[src/rtl/keypad_scan_debounce_pkg.sv]
// -----------------------------------------------------------------------------
// keypad_scan_debounce_pkg
// Shared definitions for the 3x3 keypad scanner and its debounce FSM:
//   - key code constants KEY_1..KEY_9 (KEY_NONE = 0 means "no key")
//   - frame-result encoding produced once per full scan of the three rows
//   - debounce FSM state encoding
//   - small helpers for key-code lookup, row-drive pattern and hit counting
// -----------------------------------------------------------------------------
package keypad_scan_debounce_pkg;

    localparam logic [3:0] KEY_NONE = 4'd0;
    localparam logic [3:0] KEY_1    = 4'd1;
    localparam logic [3:0] KEY_2    = 4'd2;
    localparam logic [3:0] KEY_3    = 4'd3;
    localparam logic [3:0] KEY_4    = 4'd4;
    localparam logic [3:0] KEY_5    = 4'd5;
    localparam logic [3:0] KEY_6    = 4'd6;
    localparam logic [3:0] KEY_7    = 4'd7;
    localparam logic [3:0] KEY_8    = 4'd8;
    localparam logic [3:0] KEY_9    = 4'd9;

    // Width of the debounce frame counter.
    localparam int FRAME_CNT_W = 5;

    typedef enum logic [1:0] {
        FRAME_NONE  = 2'd0,
        FRAME_KEY   = 2'd1,
        FRAME_MULTI = 2'd2
    } frame_kind_t;

    typedef enum logic {
        ST_RELEASED = 1'b0,
        ST_HELD     = 1'b1
    } db_state_t;

    // Key code for a (row, column) pair, rows/columns indexed from 0.
    function automatic logic [3:0] key_code(input logic [1:0] row, input logic [1:0] col);
        logic [3:0] base;
        case (row)
            2'd0:    base = KEY_1;
            2'd1:    base = KEY_4;
            2'd2:    base = KEY_7;
            default: base = KEY_NONE;
        endcase
        if ((base == KEY_NONE) || (col > 2'd2)) begin
            return KEY_NONE;
        end else begin
            return base + {2'b00, col};
        end
    endfunction

    // Active-low row drive pattern {r3, r2, r1} for a row index.
    // Any out-of-range index falls back to row 1 so exactly one row is low.
    function automatic logic [2:0] row_drive(input logic [1:0] row);
        case (row)
            2'd0:    return 3'b110;
            2'd1:    return 3'b101;
            2'd2:    return 3'b011;
            default: return 3'b110;
        endcase
    endfunction

    // Number of set bits in a 3-bit vector.
    function automatic logic [1:0] ones_count3(input logic [2:0] v);
        return {1'b0, v[0]} + {1'b0, v[1]} + {1'b0, v[2]};
    endfunction

endpackage

[src/rtl/keypad_scan_debounce_scanner.sv]
// -----------------------------------------------------------------------------
// matrix_scanner
// Drives the keypad rows one at a time (active low), synchronizes the column
// senses and assembles one frame result after every full r1/r2/r3 scan.
//
// Ports:
//   hwclk        in   clock, rising edge
//   rst          in   synchronous active-high reset
//   col_n[2:0]   in   raw column senses {c3,c2,c1}, low = pressed
//   row_n[2:0]   out  row drives {r3,r2,r1}, exactly one low (registered)
//   frame_valid  out  one-cycle strobe, high the cycle after the r3 sample
//   frame_kind   out  NONE / KEY / MULTI for the completed frame
//   frame_code   out  key code when frame_kind is KEY, else 0
// -----------------------------------------------------------------------------
module matrix_scanner
    import keypad_scan_debounce_pkg::*;
#(
    parameter int SCAN_DIV = 12000
)
(
    input  logic       hwclk,
    input  logic       rst,
    input  logic [2:0] col_n,
    output logic [2:0] row_n,
    output logic       frame_valid,
    output logic [1:0] frame_kind,
    output logic [3:0] frame_code
);

    localparam int SLOT_W = (SCAN_DIV > 1) ? $clog2(SCAN_DIV) : 1;
    localparam logic [SLOT_W-1:0] SLOT_LAST = SLOT_W'(SCAN_DIV - 1);

    logic [2:0]        col_meta_r;
    logic [2:0]        col_sync_r;
    logic [SLOT_W-1:0] slot_cnt_r;
    logic [1:0]        row_idx_r;
    logic [1:0]        row_idx_nxt_s;
    logic [2:0]        row_n_r;
    logic [1:0]        hit_cnt_r;
    logic [3:0]        hit_code_r;
    logic              frame_valid_r;
    frame_kind_t       frame_kind_r;
    logic [3:0]        frame_code_r;

    logic              slot_end_s;
    logic              last_row_s;
    logic [2:0]        hits_s;
    logic [1:0]        row_hits_s;
    logic [1:0]        hit_col_s;
    logic [2:0]        hit_sum_s;
    logic [1:0]        hit_total_s;
    logic [3:0]        code_acc_s;
    frame_kind_t       kind_s;

    assign slot_end_s = (slot_cnt_r == SLOT_LAST);
    assign last_row_s = (row_idx_r >= 2'd2);
    assign hits_s     = ~col_sync_r;
    assign row_hits_s = ones_count3(hits_s);

    // Two-flop synchronizer on the column senses (idle level is high)
    always_ff @(posedge hwclk) begin
        if (rst) begin
            col_meta_r <= 3'b111;
            col_sync_r <= 3'b111;
        end else begin
            col_meta_r <= col_n;
            col_sync_r <= col_meta_r;
        end
    end

    // Next row index: advance only at the end of a slot, after the sample
    always_comb begin
        row_idx_nxt_s = row_idx_r;
        if (slot_end_s) begin
            if (last_row_s) begin
                row_idx_nxt_s = 2'd0;
            end else begin
                row_idx_nxt_s = row_idx_r + 2'd1;
            end
        end else begin
            row_idx_nxt_s = row_idx_r;
        end
    end

    // Slot counter and row drive registers
    always_ff @(posedge hwclk) begin
        if (rst) begin
            slot_cnt_r <= '0;
            row_idx_r  <= 2'd0;
            row_n_r    <= 3'b110;
        end else begin
            if (slot_end_s) begin
                slot_cnt_r <= '0;
            end else begin
                slot_cnt_r <= slot_cnt_r + SLOT_W'(1);
            end
            row_idx_r <= row_idx_nxt_s;
            // Drive pattern is rebuilt from the index so a corrupted pattern
            // cannot persist across a row change.
            row_n_r   <= row_drive(row_idx_nxt_s);
        end
    end

    // Column of the pressed key when exactly one column is low this slot
    always_comb begin
        hit_col_s = 2'd0;
        if (hits_s[0]) begin
            hit_col_s = 2'd0;
        end else if (hits_s[1]) begin
            hit_col_s = 2'd1;
        end else if (hits_s[2]) begin
            hit_col_s = 2'd2;
        end else begin
            hit_col_s = 2'd0;
        end
    end

    // Running hit count (saturating at 2 = multi) and candidate code
    always_comb begin
        hit_sum_s   = {1'b0, hit_cnt_r} + {1'b0, row_hits_s};
        hit_total_s = 2'd0;
        code_acc_s  = hit_code_r;
        kind_s      = FRAME_NONE;
        if (hit_sum_s >= 3'd2) begin
            hit_total_s = 2'd2;
        end else begin
            hit_total_s = hit_sum_s[1:0];
        end
        if (row_hits_s == 2'd1) begin
            code_acc_s = key_code(row_idx_r, hit_col_s);
        end else begin
            code_acc_s = hit_code_r;
        end
        case (hit_total_s)
            2'd0:    kind_s = FRAME_NONE;
            2'd1:    kind_s = FRAME_KEY;
            default: kind_s = FRAME_MULTI;
        endcase
    end

    // Per-slot sample accumulation and frame result publication
    always_ff @(posedge hwclk) begin
        if (rst) begin
            hit_cnt_r     <= 2'd0;
            hit_code_r    <= KEY_NONE;
            frame_valid_r <= 1'b0;
            frame_kind_r  <= FRAME_NONE;
            frame_code_r  <= KEY_NONE;
        end else begin
            frame_valid_r <= 1'b0;
            if (slot_end_s) begin
                if (last_row_s) begin
                    frame_valid_r <= 1'b1;
                    frame_kind_r  <= kind_s;
                    frame_code_r  <= (kind_s == FRAME_KEY) ? code_acc_s : KEY_NONE;
                    hit_cnt_r     <= 2'd0;
                    hit_code_r    <= KEY_NONE;
                end else begin
                    hit_cnt_r     <= hit_total_s;
                    hit_code_r    <= code_acc_s;
                end
            end else begin
                hit_cnt_r  <= hit_cnt_r;
                hit_code_r <= hit_code_r;
            end
        end
    end

    assign row_n       = row_n_r;
    assign frame_valid = frame_valid_r;
    assign frame_kind  = frame_kind_r;
    assign frame_code  = frame_code_r;

endmodule

[src/rtl/keypad_scan_debounce.sv]
// -----------------------------------------------------------------------------
// keypad_scan_debounce
// Scans a 3x3 matrix keypad and turns raw frame results into one clean,
// debounced key event per physical press.
//
// Ports:
//   hwclk                      in   clock, rising edge
//   rst                        in   synchronous active-high reset
//   keypad_r1/r2/r3            out  row drives, active low, one low at a time
//   keypad_c1/c2/c3            in   column senses, pulled up, low = pressed
//   button[3:0]                out  last accepted key code (1..9), 0 after reset
//   bstate                     out  high while the accepted key is held
//   key_pulse                  out  one-cycle strobe when a press is accepted
//
// button only changes on acceptance, so it is stable while bstate is high and
// through bstate's falling edge.
// -----------------------------------------------------------------------------
module keypad_scan_debounce
    import keypad_scan_debounce_pkg::*;
#(
    parameter int SCAN_DIV        = 12000,
    parameter int DEBOUNCE_FRAMES = 16
)
(
    input  logic       hwclk,
    input  logic       rst,
    output logic       keypad_r1,
    output logic       keypad_r2,
    output logic       keypad_r3,
    input  logic       keypad_c1,
    input  logic       keypad_c2,
    input  logic       keypad_c3,
    output logic [3:0] button,
    output logic       bstate,
    output logic       key_pulse
);

    localparam logic [FRAME_CNT_W-1:0] DB_TARGET = FRAME_CNT_W'(DEBOUNCE_FRAMES);

    logic [2:0]             row_n_s;
    logic                   frame_valid_s;
    logic [1:0]             frame_kind_s;
    logic [3:0]             frame_code_s;

    db_state_t              state_r;
    db_state_t              state_nxt_s;
    logic [FRAME_CNT_W-1:0] frame_cnt_r;
    logic [FRAME_CNT_W-1:0] frame_cnt_nxt_s;
    logic [FRAME_CNT_W-1:0] frame_cnt_inc_s;
    logic [FRAME_CNT_W-1:0] frame_cnt_try_s;
    logic [3:0]             cand_r;
    logic [3:0]             cand_nxt_s;
    logic                   accept_s;
    logic [3:0]             button_r;
    logic [3:0]             button_nxt_s;
    logic                   bstate_r;
    logic                   bstate_nxt_s;
    logic                   key_pulse_r;
    logic                   key_pulse_nxt_s;

    matrix_scanner #(
        .SCAN_DIV (SCAN_DIV)
    ) u_scanner (
        .hwclk       (hwclk),
        .rst         (rst),
        .col_n       ({keypad_c3, keypad_c2, keypad_c1}),
        .row_n       (row_n_s),
        .frame_valid (frame_valid_s),
        .frame_kind  (frame_kind_s),
        .frame_code  (frame_code_s)
    );

    assign keypad_r1 = row_n_s[0];
    assign keypad_r2 = row_n_s[1];
    assign keypad_r3 = row_n_s[2];

    // Saturating increment of the debounce frame counter
    assign frame_cnt_inc_s = (frame_cnt_r >= DB_TARGET) ? DB_TARGET
                                                        : frame_cnt_r + FRAME_CNT_W'(1);

    // Debounce FSM state and output registers
    always_ff @(posedge hwclk) begin
        if (rst) begin
            state_r     <= ST_RELEASED;
            frame_cnt_r <= '0;
            cand_r      <= KEY_NONE;
            button_r    <= KEY_NONE;
            bstate_r    <= 1'b0;
            key_pulse_r <= 1'b0;
        end else begin
            state_r     <= state_nxt_s;
            frame_cnt_r <= frame_cnt_nxt_s;
            cand_r      <= cand_nxt_s;
            button_r    <= button_nxt_s;
            bstate_r    <= bstate_nxt_s;
            key_pulse_r <= key_pulse_nxt_s;
        end
    end

    // Debounce FSM next-state: counts identical frames towards press/release
    always_comb begin
        state_nxt_s     = state_r;
        frame_cnt_nxt_s = frame_cnt_r;
        frame_cnt_try_s = frame_cnt_r;
        cand_nxt_s      = cand_r;
        accept_s        = 1'b0;
        if (frame_valid_s) begin
            case (state_r)
                ST_RELEASED: begin
                    if (frame_kind_s == FRAME_KEY) begin
                        if (frame_code_s == cand_r) begin
                            frame_cnt_try_s = frame_cnt_inc_s;
                        end else begin
                            // A different key restarts the count on the new candidate.
                            cand_nxt_s      = frame_code_s;
                            frame_cnt_try_s = FRAME_CNT_W'(1);
                        end
                        if (frame_cnt_try_s >= DB_TARGET) begin
                            state_nxt_s     = ST_HELD;
                            frame_cnt_nxt_s = '0;
                            accept_s        = 1'b1;
                        end else begin
                            frame_cnt_nxt_s = frame_cnt_try_s;
                        end
                    end else begin
                        // NONE and MULTI both break a press streak.
                        frame_cnt_nxt_s = '0;
                    end
                end
                ST_HELD: begin
                    if (frame_kind_s == FRAME_NONE) begin
                        if (frame_cnt_inc_s >= DB_TARGET) begin
                            state_nxt_s     = ST_RELEASED;
                            frame_cnt_nxt_s = '0;
                        end else begin
                            frame_cnt_nxt_s = frame_cnt_inc_s;
                        end
                    end else begin
                        // Any key (same, different or several) means not released.
                        frame_cnt_nxt_s = '0;
                    end
                end
                default: begin
                    state_nxt_s     = ST_RELEASED;
                    frame_cnt_nxt_s = '0;
                end
            endcase
        end else begin
            state_nxt_s     = state_r;
            frame_cnt_nxt_s = frame_cnt_r;
        end
    end

    // Debounce FSM outputs: code latch, held level and acceptance strobe
    always_comb begin
        button_nxt_s    = button_r;
        key_pulse_nxt_s = 1'b0;
        bstate_nxt_s    = (state_nxt_s == ST_HELD);
        if (accept_s) begin
            button_nxt_s    = frame_code_s;
            key_pulse_nxt_s = 1'b1;
        end else begin
            button_nxt_s    = button_r;
            key_pulse_nxt_s = 1'b0;
        end
    end

    assign button    = button_r;
    assign bstate    = bstate_r;
    assign key_pulse = key_pulse_r;

endmodule

[config.mk]
export PLATFORM = sky130hd
export DESIGN_NAME = keypad_scan_debounce
export DESIGN_NICKNAME = d
export VERILOG_FILES = /design/src/rtl/keypad_scan_debounce_pkg.sv /design/src/rtl/keypad_scan_debounce_scanner.sv /design/src/rtl/keypad_scan_debounce.sv
export SDC_FILE = /design/constraint.sdc
export NUM_CORES = 1
export LEC_CHECK = 0
export CORE_MARGIN = 2
export CORE_UTILIZATION = 48
export DETAILED_ROUTE_END_ITERATION = 10
export GPL_ROUTABILITY_DRIVEN = 0
export PLACE_DENSITY = 0.76
export SYNTH_ARGS = -nofsm -noshare
export SYNTH_HDL_FRONTEND = slang
export SYNTH_HIERARCHICAL = 1
export SYNTH_SLANG_ARGS = --single-unit
[constraint.sdc]
create_clock -name hwclk -period 2.6 [get_ports hwclk]
set_input_delay 0.52 -clock hwclk [delete_from_list [all_inputs] [get_ports hwclk]]
set_output_delay 0.52 -clock hwclk [all_outputs]
set_load 0.01 [all_outputs]
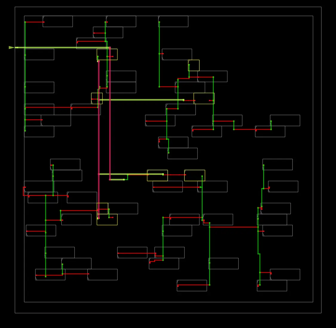
run_1/clock_nets.png
worst clock skew: 12.17 ps
number of clock-tree buffers in the layout: 5
total clock sinks: 53
layout sequential cell count: 53

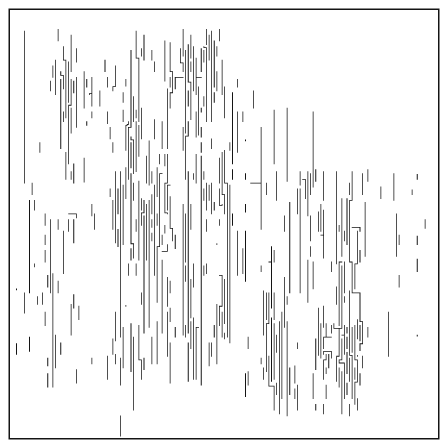
run_1/m2.png
- share of all routed wire: 47%
- main direction: vertical
- longest straight run: 40.5 um
- nets with wire on the layer: 243

==> flow_summary.html, run 1 <==
<h3>Flow metrics</h3>
<table>
<tr><th>Metric</th><th>Value</th></tr>
<tr><th colspan="2">Floorplanning</th></tr>
<tr><td>Share of the core filled by cells before placement</td><td>0.4888</td></tr>
<tr><td>Vertical die dimension</td><td>75.66 um</td></tr>
<tr><td>I/O pin count</td><td>14</td></tr>
<tr><td>N_taps</td><td>70</td></tr>
<tr><th colspan="2">Finish</th></tr>
<tr><td>Share of layout cells above drive strength 1</td><td>0.08392</td></tr>
<tr><td>Final std cells w/o fill</td><td>356</td></tr>
<tr><td>Multi-input gate share of the layout cell area</td><td>0.4719</td></tr>
<tr><td>Area-dominant cell class after layout</td><td>combinational gates</td></tr>
<tr><td>Most frequent cells in the layout</td><td>dfxtp_1 (53), nor2_1 (37), xnor2_1 (16), nand3_1 (15)</td></tr>
<tr><td>Register fraction of the total cell area</td><td>0.3837</td></tr>
<tr><td>Fillers</td><td>455</td></tr>
<tr><th colspan="2">Setup path</th></tr>
<tr><td>Startpoint Class</td><td>flop</td></tr>
<tr><td>Required time worst endpoint</td><td>2840 ps</td></tr>
<tr><td>Count of cell instances traversed by the critical path</td><td>8</td></tr>
<tr><td>Critical Path AT</td><td>2450 ps</td></tr>
<tr><td>Crit path largest cell delay</td><td>560 ps</td></tr>
<tr><td>Critical Path Sink Type</td><td>flop</td></tr>
<tr><td>Origin of the critical flop-to-flop path</td><td>u_scanner/col_sync_r[0]$_SDFF_PP1_</td></tr>
<tr><td>Minimum setup slack among reg-to-reg paths</td><td>390 ps</td></tr>
<tr><td>CP Buf/Inv Count</td><td>2</td></tr>
<tr><td>Worst reg-to-reg path cell count</td><td>8</td></tr>
<tr><th colspan="2">Yosys</th></tr>
<tr><td>Mapped cell area</td><td>2465 sq um</td></tr>
<tr><td>Share of the synthesized netlist area taken by xor and xnor gates</td><td>0.06396</td></tr>
<tr><td>Fraction of post-synthesis cell area in the top cell type by area</td><td>0.4305</td></tr>
<tr><td>Largest combinational cell category by area</td><td>simple AND/OR/NAND/NOR gates</td></tr>
<tr><td>Number of enable flip-flop cells</td><td>0</td></tr>
<tr><th colspan="2">Global route</th></tr>
<tr><td>Met2 track demand over resource</td><td>0.2657</td></tr>
<tr><td>Largest net degree at the start of global routing</td><td>24</td></tr>
<tr><th colspan="2">STA</th></tr>
<tr><td>Final period util</td><td>0.8484</td></tr>
<tr><td>Slew at the pin with the worst max-slew slack</td><td>469.2 ps</td></tr>
<tr><th colspan="2">Status</th></tr>
<tr><td>Run status</td><td>finished, final reports clean</td></tr>
<tr><th colspan="2">Drt</th></tr>
<tr><td>Total length of routed met2 wires</td><td>2013 um</td></tr>
<tr><td>Count of TritonRoute iterations in the first routing pass</td><td>4</td></tr>
<tr><th colspan="2">Pwr</th></tr>
<tr><td>Logic gate share of total power</td><td>0.042</td></tr>
<tr><th colspan="2">Worst hold path</th></tr>
<tr><td>Sink of the worst hold path</td><td>u_scanner/col_sync_r[1]$_SDFF_PP1_</td></tr>
</table>
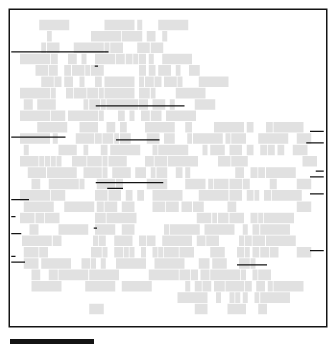
run_1/m3.png
Scale bar: 20 um. Cells faint in the background.
- main direction: horizontal
- longest straight run: 23.0 um

==> run 2: changes to the inputs <==
PLACE_DENSITY = 0.79   (was 0.76)
clock period = 2 ns   (was 2.6 ns; I/O delays follow)
==> flow_summary.html, run 2 <==
<h3>Flow metrics</h3>
<table>
<tr><th>Metric</th><th>Value</th></tr>
<tr><th colspan="2">Setup path</th></tr>
<tr><td>Worst reg-to-reg path cell count</td><td>8</td></tr>
<tr><td>Crit path largest cell delay</td><td>570 ps</td></tr>
<tr><td>Count of cell instances traversed by the critical path</td><td>8</td></tr>
<tr><td>Critical Path AT</td><td>2450 ps</td></tr>
<tr><td>Minimum setup slack among reg-to-reg paths</td><td>-210 ps</td></tr>
<tr><td>Origin of the critical flop-to-flop path</td><td>u_scanner/col_sync_r[0]$_SDFF_PP1_</td></tr>
<tr><td>Required time worst endpoint</td><td>2240 ps</td></tr>
<tr><td>Startpoint Class</td><td>flop</td></tr>
<tr><td>CP Buf/Inv Count</td><td>2</td></tr>
<tr><td>Critical Path Sink Type</td><td>flop</td></tr>
<tr><th colspan="2">Floorplanning</th></tr>
<tr><td>Vertical die dimension</td><td>75.66 um</td></tr>
<tr><td>Share of the core filled by cells before placement</td><td>0.4888</td></tr>
<tr><td>Chip Footprint</td><td>5724 sq um</td></tr>
<tr><td>N_taps</td><td>70</td></tr>
<tr><th colspan="2">Drt</th></tr>
<tr><td>Highest layer used for signal routing</td><td>met4</td></tr>
<tr><td>Count of TritonRoute iterations in the first routing pass</td><td>4</td></tr>
<tr><td>Antenna-violating nets left</td><td>0</td></tr>
<tr><td>Total length of routed met2 wires</td><td>2358 um</td></tr>
<tr><th colspan="2">Yosys</th></tr>
<tr><td>Number of standard cells reported by yosys</td><td>268</td></tr>
<tr><td>Number of enable flip-flop cells</td><td>0</td></tr>
<tr><td>Largest combinational cell category by area</td><td>simple AND/OR/NAND/NOR gates</td></tr>
<tr><td>Fraction of post-synthesis cell area in the top cell type by area</td><td>0.4305</td></tr>
<tr><td>Share of the synthesized netlist area taken by xor and xnor gates</td><td>0.06396</td></tr>
<tr><td>Mapped cell area</td><td>2465 sq um</td></tr>
<tr><th colspan="2">Global route</th></tr>
<tr><td>Met3 track utilization from global routing</td><td>0.03571</td></tr>
<tr><td>Met2 track demand over resource</td><td>0.3121</td></tr>
<tr><th colspan="2">Finish</th></tr>
<tr><td>Register fraction of the total cell area</td><td>0.3503</td></tr>
<tr><td>Fillers</td><td>449</td></tr>
<tr><td>Final std cells w/o fill</td><td>379</td></tr>
<tr><td>Registers with the highest flip-flop counts</td><td>u_scanner/slot_cnt_r: 14 flops, frame_cnt_r: 5 flops</td></tr>
<tr><td>Number of clock-tree buffers in the layout</td><td>6</td></tr>
<tr><td>Count of inverters other than clock inverters in the layout</td><td>14</td></tr>
<tr><td>Share of layout cells above drive strength 1</td><td>0.2201</td></tr>
<tr><td>Area-dominant cell class after layout</td><td>combinational gates</td></tr>
<tr><td>Layout sequential cell count</td><td>53</td></tr>
<tr><td>Multi-input gate share of the layout cell area</td><td>0.4526</td></tr>
<tr><th colspan="2">Pwr</th></tr>
<tr><td>Logic gate share of total power</td><td>0.054</td></tr>
<tr><td>Relative contribution of sequential cells to total power</td><td>0.556</td></tr>
<tr><th colspan="2">Worst hold path</th></tr>
<tr><td>Sink of the worst hold path</td><td>u_scanner/col_sync_r[0]$_SDFF_PP1_</td></tr>
<tr><td>Hold Crit Start</td><td>u_scanner/col_meta_r[0]$_SDFF_PP1_</td></tr>
<tr><th colspan="2">CTS</th></tr>
<tr><td>Total clock sinks</td><td>53</td></tr>
<tr><td>Count of instances resized after the clock tree is built</td><td>10</td></tr>
<tr><td>CTS clk-pin slew, worst paths</td><td>100 ps</td></tr>
<tr><th colspan="2">Status</th></tr>
<tr><td>Failing checks</td><td>negative setup slack</td></tr>
<tr><td>Run status</td><td>complete, but fails checks</td></tr>
<tr><th colspan="2">STA</th></tr>
<tr><td>Final Hold Slack</td><td>424.6 ps</td></tr>
<tr><td>Number of setup violations in the final report</td><td>9</td></tr>
<tr><td>Worst Slack Setup Final</td><td>-212.8 ps</td></tr>
<tr><td>Slew at the pin with the worst max-slew slack</td><td>510.3 ps</td></tr>
<tr><td>Final period util</td><td>1.106</td></tr>
</table>
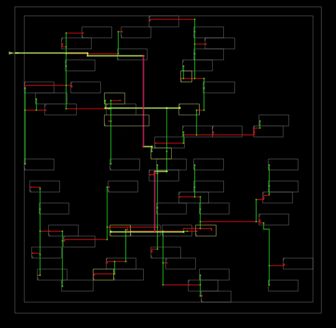
run_2/clock_nets.png
worst clock skew: 9.602 ps
power attributed to the clock group: 750 uW
CTS buffer count: 5

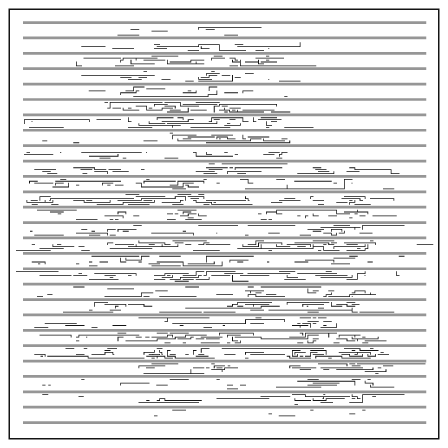
run_2/m1.png
Supply wires on this layer in grey.
- main direction: horizontal
- share of all routed wire: 45%
- longest straight run: 17.9 um

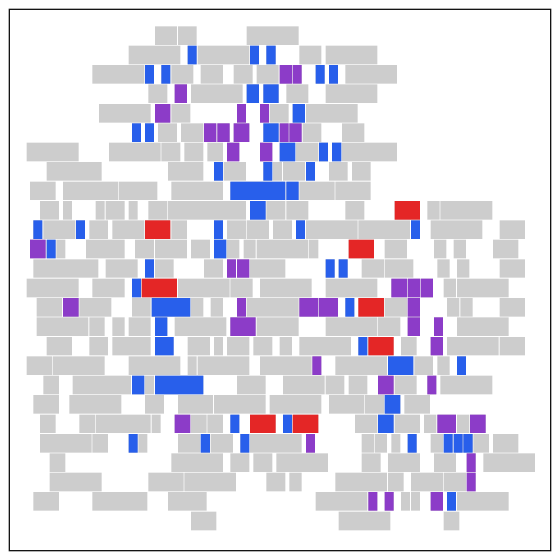
run_2/gates.png
- mux cells: red (cells 8)
- nor cells: blue (cells 54)
- nand cells: purple (cells 40)

Power figures rest on the tool's default switching activity, not on a simulated workload.
